==> run_1/floorplan.png <==
(4 px per micron) Pins as bars on the die edge. Tap cells in grey.
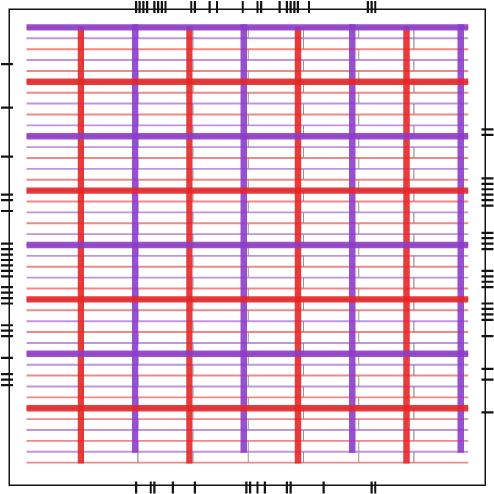
==> run_1/class_map.png <==
(4 px per micron) Fill, decap, tap and diode cells in grey.
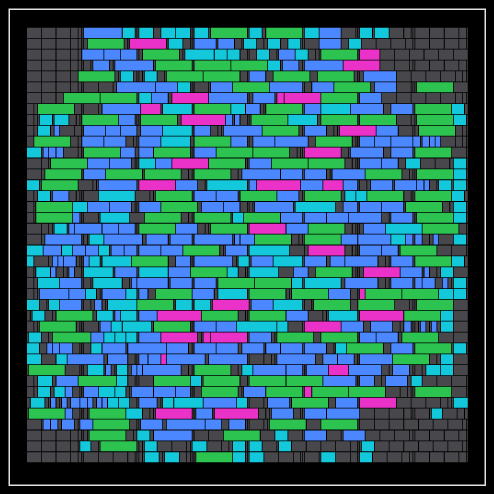
==> run_1/clock_wires.png <==
(3 px per micron)
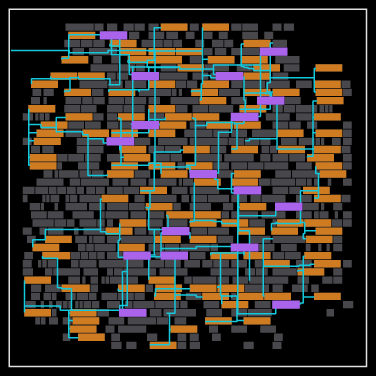
## src/rtl/regfile_read_ctrl_pkg.sv

```systemverilog
// Shared constants for the register-file read side: scan FSM encodings and default sizes.
// Build option RF_BYPASS_EN selects write-through for same-edge read/write of one register.
package regfile_read_ctrl_pkg;

    localparam int RF_N_DEFAULT = 2;
    localparam int RF_W_DEFAULT = 16;

    localparam logic [1:0] SCAN_IDLE = 2'd0;
    localparam logic [1:0] SCAN_RUN  = 2'd1;
    localparam logic [1:0] SCAN_DONE = 2'd2;

`ifdef RF_BYPASS_EN
    localparam logic RF_BYPASS = 1'b1;
`else
    localparam logic RF_BYPASS = 1'b0;
`endif

endpackage

```

## src/rtl/regfile_read_ctrl_rf_read_port.sv

```systemverilog
// One registered read port: address/enable in, data/valid out one cycle later.
// Honours RF_BYPASS_EN (via the package) for a read that collides with a legal write.
module rf_read_port
    import regfile_read_ctrl_pkg::*;
#(
    parameter  int N = RF_N_DEFAULT,
    parameter  int W = RF_W_DEFAULT,
    localparam int M = 2**N
)(
    input  logic                  i_clk,
    input  logic                  i_rst_n,
    input  logic                  i_rd_en,
    input  logic [N-1:0]          i_rd_addr,
    input  logic [M-1:0][W-1:0]   i_regs,
    input  logic [M-1:0]          i_wr_en,
    input  logic [W-1:0]          i_wr_data,
    input  logic                  i_wr_ok,
    output logic [W-1:0]          o_rd_data,
    output logic                  o_rd_valid
);

    logic         w_hit;
    logic [W-1:0] w_data;

    // A rejected multi-hot write is never forwarded.
    assign w_hit  = RF_BYPASS && i_wr_ok && i_wr_en[i_rd_addr];
    assign w_data = w_hit ? i_wr_data : i_regs[i_rd_addr];

    always_ff @(posedge i_clk or negedge i_rst_n) begin
        if (!i_rst_n) begin
            o_rd_data  <= '0;
            o_rd_valid <= 1'b0;
        end else begin
            o_rd_valid <= i_rd_en;
            if (i_rd_en) begin
                o_rd_data <= w_data;
            end
        end
    end

endmodule

```

## src/rtl/regfile_read_ctrl.sv

```systemverilog
// Register file storage, one-hot write, two read ports and a valid/ready scan dump engine.
// Define RF_BYPASS_EN for write-through on same-edge read/write (ports and scan loads).
module regfile_read_ctrl
    import regfile_read_ctrl_pkg::*;
#(
    parameter  int N = RF_N_DEFAULT,
    parameter  int W = RF_W_DEFAULT,
    localparam int M = 2**N
)(
    input  logic          Clk,
    input  logic          ResetN,
    input  logic [M-1:0]  WrEn,
    input  logic [W-1:0]  WrData,
    input  logic          RdEnA,
    input  logic          RdEnB,
    input  logic [N-1:0]  RdAddrA,
    input  logic [N-1:0]  RdAddrB,
    output logic [W-1:0]  RdDataA,
    output logic [W-1:0]  RdDataB,
    output logic          RdValidA,
    output logic          RdValidB,
    output logic          WrErr,
    input  logic          ScanStart,
    input  logic          ScanReady,
    output logic          ScanValid,
    output logic [N-1:0]  ScanAddr,
    output logic [W-1:0]  ScanData,
    output logic          ScanBusy,
    output logic          ScanDone
);

    logic [M-1:0][W-1:0] r_regs;
    logic                r_wr_err;
    logic [1:0]          r_state;
    logic [N-1:0]        r_scan_addr;
    logic [W-1:0]        r_scan_data;
    logic                r_scan_valid;
    logic                r_scan_done;

    logic                w_wr_ok;
    logic                w_wr_multi;
    logic                w_scan_accept;
    logic                w_scan_last;
    logic [N-1:0]        w_load_addr;
    logic [W-1:0]        w_load_data;

    assign w_wr_ok    = $onehot(WrEn);
    assign w_wr_multi = (|WrEn) && !w_wr_ok;

    always_ff @(posedge Clk or negedge ResetN) begin
        if (!ResetN) begin
            r_regs   <= '0;
            r_wr_err <= 1'b0;
        end else begin
            if (w_wr_multi) begin
                r_wr_err <= 1'b1;
            end
            for (int i = 0; i < M; i++) begin
                if (w_wr_ok && WrEn[i]) begin
                    r_regs[i] <= WrData;
                end
            end
        end
    end

    rf_read_port #(.N(N), .W(W)) u_port_a (
        .i_clk      (Clk),
        .i_rst_n    (ResetN),
        .i_rd_en    (RdEnA),
        .i_rd_addr  (RdAddrA),
        .i_regs     (r_regs),
        .i_wr_en    (WrEn),
        .i_wr_data  (WrData),
        .i_wr_ok    (w_wr_ok),
        .o_rd_data  (RdDataA),
        .o_rd_valid (RdValidA)
    );

    rf_read_port #(.N(N), .W(W)) u_port_b (
        .i_clk      (Clk),
        .i_rst_n    (ResetN),
        .i_rd_en    (RdEnB),
        .i_rd_addr  (RdAddrB),
        .i_regs     (r_regs),
        .i_wr_en    (WrEn),
        .i_wr_data  (WrData),
        .i_wr_ok    (w_wr_ok),
        .o_rd_data  (RdDataB),
        .o_rd_valid (RdValidB)
    );

    // Beats are snapshots taken at load time; the held beat ignores later writes.
    assign w_scan_accept = r_scan_valid && ScanReady;
    assign w_scan_last   = (r_scan_addr == N'(M-1));
    assign w_load_addr   = (r_state == SCAN_RUN) ? r_scan_addr + N'(1) : '0;
    assign w_load_data   = (RF_BYPASS && w_wr_ok && WrEn[w_load_addr]) ? WrData
                                                                       : r_regs[w_load_addr];

    always_ff @(posedge Clk or negedge ResetN) begin
        if (!ResetN) begin
            r_state      <= SCAN_IDLE;
            r_scan_addr  <= '0;
            r_scan_data  <= '0;
            r_scan_valid <= 1'b0;
            r_scan_done  <= 1'b0;
        end else begin
            r_scan_done <= 1'b0;
            case (r_state)
                SCAN_IDLE: begin
                    if (ScanStart) begin
                        r_state      <= SCAN_RUN;
                        r_scan_addr  <= '0;
                        r_scan_data  <= w_load_data;
                        r_scan_valid <= 1'b1;
                    end
                end
                SCAN_RUN: begin
                    if (w_scan_accept) begin
                        if (w_scan_last) begin
                            r_state      <= SCAN_DONE;
                            r_scan_valid <= 1'b0;
                            r_scan_done  <= 1'b1;
                        end else begin
                            r_scan_addr <= w_load_addr;
                            r_scan_data <= w_load_data;
                        end
                    end
                end
                SCAN_DONE: r_state <= SCAN_IDLE;
                default:   r_state <= SCAN_IDLE;
            endcase
        end
    end

    assign WrErr     = r_wr_err;
    assign ScanValid = r_scan_valid;
    assign ScanAddr  = r_scan_addr;
    assign ScanData  = r_scan_data;
    assign ScanBusy  = (r_state == SCAN_RUN);
    assign ScanDone  = r_scan_done;

endmodule
```

## config.mk

```make
export PLATFORM = sky130hd
export DESIGN_NAME = regfile_read_ctrl
export DESIGN_NICKNAME = d
export VERILOG_FILES = /design/src/rtl/regfile_read_ctrl_pkg.sv /design/src/rtl/regfile_read_ctrl_rf_read_port.sv /design/src/rtl/regfile_read_ctrl.sv
export SDC_FILE = /design/constraint.sdc
export NUM_CORES = 1
export LEC_CHECK = 0
export ABC_AREA = 0
export CORE_MARGIN = 4
export CORE_UTILIZATION = 49
export DETAILED_ROUTE_END_ITERATION = 8
export PLACE_DENSITY_LB_ADDON = 0.3
export SETUP_SLACK_MARGIN = 0.05
export SLEW_MARGIN = 20
export SYNTH_ARGS = -nofsm -noshare
export SYNTH_HDL_FRONTEND = slang
export SYNTH_SLANG_ARGS = --single-unit
```

## constraint.sdc

```tcl
create_clock -name Clk -period 1.6 [get_ports Clk]
set_input_delay 0.16 -clock Clk [delete_from_list [all_inputs] [get_ports Clk]]
set_output_delay 0.16 -clock Clk [all_outputs]
set_load 0.03 [all_outputs]
```

==> notes.md, run 1 <==
impl run done, here's what came out: antenna-violating nets left 0, Post-synth seq share 50.5%, Max Slew Vio Count 0, Final min period 1.92 ns, Synth Area in Compound Gates between 4 and 5%, DP Cell Count approximately 650, Cell Pwr Density 2340 mW/mm^2, Warnings, synthesis 0, worst setup margin -0.322 ns, Num CTS Buffers 17, fp_density 49.9%, violated checks negative setup slack, n_diodes 0, Peak Freq 0.520 GHz, final period utilization 120%, total gr overflow 0, average cell area after synthesis 14.8 sq um, setup TNS -21.44 ns, worst-path maximum fanout 8, synthesized cell area 0.00599 sq mm, chip area line of the yosys report between 0.005 and 0.006 sq mm, Critical Path, Cell by Cell buf_8 > inv_8 > fa_1 > inv_1 > ha_2 > ha_4 > nor3b_4 > and2_4 > buf_12 > mux2_4, Hold/Removal Path Class input pin to async pin, Rel. slew slack 69.2%, clock skew about 0.0088 ns, Post-Synth XOR/XNOR Area 0%, Log Warnings 30, first-pass GRT wire length approximately 26,000 microns, slowest stage cell, crit path fa_1, crit path DAT 2.21 ns, Synth Net Count ~440, vias in the first global route about 4,600, status finished, violations left, Initial DRT Pass Iterations 6, number of clock sinks 121, Multiplexer share a little over a third, Bufs on Longest Clock Path 2, final setup vio count 80, R2R Setup Slk -0.19 ns, width of the die 119 microns, chip area 0.0141 sq mm
Back to the opening pictures, floorplan.png:
legend:
  purple:
    net: VDD
  red:
    net: VSS
rows: 40
met1 rails: 41

Back to the opening pictures, class_map.png:
legend:
  blue:
    class: remaining logic cells
    cells: 253
    share_of_their_area: 39%
  green:
    class: registers
    cells: 121
    share_of_their_area: 35%
  magenta:
    class: clock drivers and dummy loads
    cells: 31
    share_of_their_area: 7.5%
  cyan:
    class: remaining buffers and delay cells
    cells: 150
    share_of_their_area: 19%
Core Footprint: 0.0120 sq mm
flop share of the area: 34.1%

Back to the opening pictures, clock_wires.png:
legend:
  orange:
    item: flip-flops
    count: 121
  purple:
    item: clock-net drivers
    count: 17
  cyan:
    item: clock wires
    length: 1,590 microns
flops lie: widely spread
routed clock nets: 18

[run 1: cells in the final DEF, fill, tap and decap left out, types with 4 or more instances in the layout]
cell type        count
dfrtp_1            119
mux2_4              83
dlygate4sd2_1       54
buf_4               33
clkdlybuf4s50_1     25
clkbuf_16           20
buf_12              19
nor2_1              16
mux4_1              16
mux2_2              16
mux4_2              16
a21oi_1             15
mux2i_1             15
nor2_4              13
a221oi_2            11
buf_6                9
inv_1                5
and2_4               5
nand2_1              5
bufinv_16            5
clkbuf_8             4
buf_16               4
[run 1: cell type report]
type / count / area [sq um]
Sequential cell: 121 / 3030
Fill cell: 703 / 3120
Tap cell: 147 / 184
Timing Repair Buffer: 150 / 1670
Multi-Input combinational cell: 244 / 3320
Clock buffer: 23 / 488
Clock inverter: 8 / 165
Inverter: 9 / 41.3
[run 1: worst max-delay path: cells and delay by family]
family | cells | cell delay [ns]
adders and majority gates | 3 | 0.93
buffers and inverters | 4 | 0.32
muxes | 1 | 0.31
and+or+nand+nor | 2 | 0.49
[run 1: cells in the mapped netlist, drive strengths merged]
cell type / instances
mux4: 32
o21ai: 4
a21oi: 18
nand2b: 2
nand3: 3
nor3: 1
mux2: 99
and2: 7
nor2: 29
o221ai: 3
or2: 1
clkbuf: 6
nor3b: 1
dfrtp: 121
mux2i: 16
nand2: 5
nand3b: 1
a221oi: 13
a31oi: 3
fa: 1
buf: 24
ha: 4
nand4b: 1
inv: 9
[run 1: cells by family after synthesis]
group,Yosys count
AOI/OAI and AO/OA,41
adders and majority gates,5
buffers and inverters,39
DFF,121
muxes,147
and+or+nand+nor,51
[run 1: flip-flops by register name (all words and copies together) (netlist names)]
signal	cells
ScanData	16
u_port_a.o_rd_valid	1
ScanValid	1
WrErr	1
r_regs	64
r_state	2
u_port_a.o_rd_data	16
ScanDone	1
u_port_b.o_rd_data	16
u_port_b.o_rd_valid	1
ScanAddr	2
[run 1: metrics by stage]
step	util (%)	hold slack, ns	cell area [sq um]	setup slack (ns)
after floorplan	-	-0.136	6250	-0.591
after global placement	62.5	0.141	7510	-1.23
after detailed placement	62.5	0.144	7510	-1.31
after CTS	71.7	0.266	8610	-0.343
after global routing	74.1	0.283	8890	-0.379
final	74.1	0.254	8890	-0.322
[run 1: metal layers]
metal | global-route usage [%] | wire length [microns] | part of all wire [%]
met1 | 30.7 | 6810 | 39
met2 | 40.2 | 8930 | 52
met3 | 5.55 | 1140 | 6.6
met4 | 9.70 | 430 | 2.5
met5 | 0 | 0 | 0
[run 1: where the power goes]
part	internal, mW	switching [mW]	total (mW)
sequential	4.54	1.43	5.97
combinational	5.50	5.10	10.6
clock	2.91	1.34	4.25
[run 1: timing repair]
action | in CTS | in global routing
buffers inserted | 13 | 4
endpoints found under the hold margin | 30 | 0
gates resized | 151 | 37
gates cloned | 4 | 3
hold buffers | 1 | 0
setup endpoints to repair | 137 | 84
pin swaps | 28 | 20
==> run 1 -> run 2 <==
--- a/config.mk
+++ b/config.mk
@@ -6,8 +6,8 @@
 export NUM_CORES = 1
 export LEC_CHECK = 0
 export ABC_AREA = 0
-export CORE_MARGIN = 4
 export CORE_UTILIZATION = 49
+export CTS_CLUSTER_SIZE = 12
 export DETAILED_ROUTE_END_ITERATION = 8
 export PLACE_DENSITY_LB_ADDON = 0.3
 export SETUP_SLACK_MARGIN = 0.05
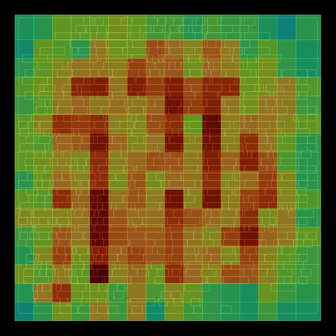
(run_2/congestion_map.png)
most used routing layer: met2
Final Util: 72.4%

==> notes.md, run 2 <==
impl run done, here's what came out: status finished, violations left, violated checks negative setup slack, clock skew 0.00732 ns (-0.00144 ns), first-pass GRT wire length 25,800 microns (-1.3%), slowest stage cell, crit path fa_1, Multiplexer share 35.3% (unchanged), final period utilization 123% (+3.1 points), Synth top cells by count dfrtp_1, mux2_2, nor2_1, a21oi_1, Critical Path, Cell by Cell buf_8 > inv_4 > fa_1 > inv_1 > ha_2 > ha_4 > nor3b_4 > buf_6 > and2_4 > clkbuf_16 > mux2_4, antenna-violating nets left 0 (unchanged), worst setup margin -0.371 ns (-0.0498 ns), number of clock sinks 121 (unchanged), Warnings, synthesis 0 (unchanged), Post-Synth XOR/XNOR Area 0% (unchanged), final setup vio count 81 (+1.3%), Synth Net Count 439 (unchanged), Rel. slew slack 78.6% (+9.5 points), Crit. path cell count 11 (+1), Hold/Removal Path Class input pin to async pin, average cell area after synthesis 14.8 sq um (unchanged), Core Footprint 0.0120 sq mm (-0.42%), vias in the first global route 4,525 (-2.4%), width of the die 113 microns (-5.1%), Post-synth seq share 50.5% (unchanged), layout filler cell count 756 (+7.5%), chip area 0.0127 sq mm (-9.9%), DP Worst Slack -1.32 ns (-0.00881 ns), Most flops, register r_regs, Commonest Layout Cell dfrtp_1, ys async rst share 100% (unchanged), critical path's top delay family adder cells, Synth Area in Compound Gates 4.61% (unchanged), Bufs on Longest Clock Path 2 (unchanged), most frequent cells in the layout dfrtp_1, mux2_4, dlygate4sd2_1, R2R Setup Slk -0.15 ns (+0.04 ns), crit path DAT 2.27 ns (+0.06 ns), Cell Pwr Density 2280 mW/mm^2 (-2.8%), Post-synth EDFFs 0 (unchanged), n_diodes 0 (unchanged), Max Slew Vio Count 0 (unchanged), Num CTS Buffers 17 (unchanged)
[run 2: what timing repair did]
| item | in CTS | in global routing |
|---|---|---|
| endpoints found under the hold margin | 121 | 0 |
| gates cloned | 5 | 1 |
| buffers inserted | 14 | 4 |
| resized | 162 | 27 |
| setup endpoints to repair | 137 | 85 |
| hold buffers | 1 | 0 |
| pin swaps | 26 | 17 |
[run 2: path summary, 6_finish.rpt]
kind | startpoint | endpoint
max in group asynchronous | ResetN | ScanAddr[1]
min in group Clk | WrEn[3] | WrErr
min | ResetN | r_regs[46]
max | WrEn[1] | r_regs[43]
max reg2reg | ScanAddr[1] | ScanData[9]
min reg2reg | WrErr | WrErr
[run 2: cell families after synthesis]
| kind of cell | after synthesis |
|---|---|
| DFF | 121 |
| adders and majority gates | 5 |
| AOI/OAI and AO/OA | 41 |
| muxes | 147 |
| and+or+nand+nor | 51 |
| buffers and inverters | 39 |
[run 2: where the power goes]
group / leakage (nW) / total (mW) / internal [mW] / switching (mW)
Clock: 0.270 / 3.50 / 2.15 / 1.34
Combinational: 2.16 / 10.3 / 5.40 / 4.89
Sequential: 1.43 / 5.93 / 4.55 / 1.39
Total: 3.86 / 19.7 / 12.1 / 7.62
[run 2: cell type report]
cell class,count,share of cell area [%]
sequential,121,35.0
multi-input combinational,244,37.7
tap,147,2.12
inverter,9,0.563
timing repair buffer,148,18.4
clock buffer,23,5.75
clock inverter,8,0.520
[run 2: metrics by stage]
step	utilization (%)	cell area [sq um]	instances	power [mW]	hold WS, ns
floorplan	-	6250	404	11.1	-0.136
global placement	62.3	7450	645	13.8	0.0634
detailed placement	62.3	7450	645	14.1	0.0646
CTS	71.3	8530	696	19.2	0.188
global route	72.4	8660	700	20.6	0.203
finish	72.4	8660	700	19.7	0.186
[run 2: routing by layer]
metal | up-vias | track usage (%) | share of wire, %
met5 | - | 0 | 0
met4 | 0 | 12.4 | 2.0
met3 | 23 | 5.67 | 5.5
met2 | 141 | 45.4 | 51
met1 | 2175 | 36.1 | 42
li1 | 1806 | - | -
Power and IR drop assume default switching activity.
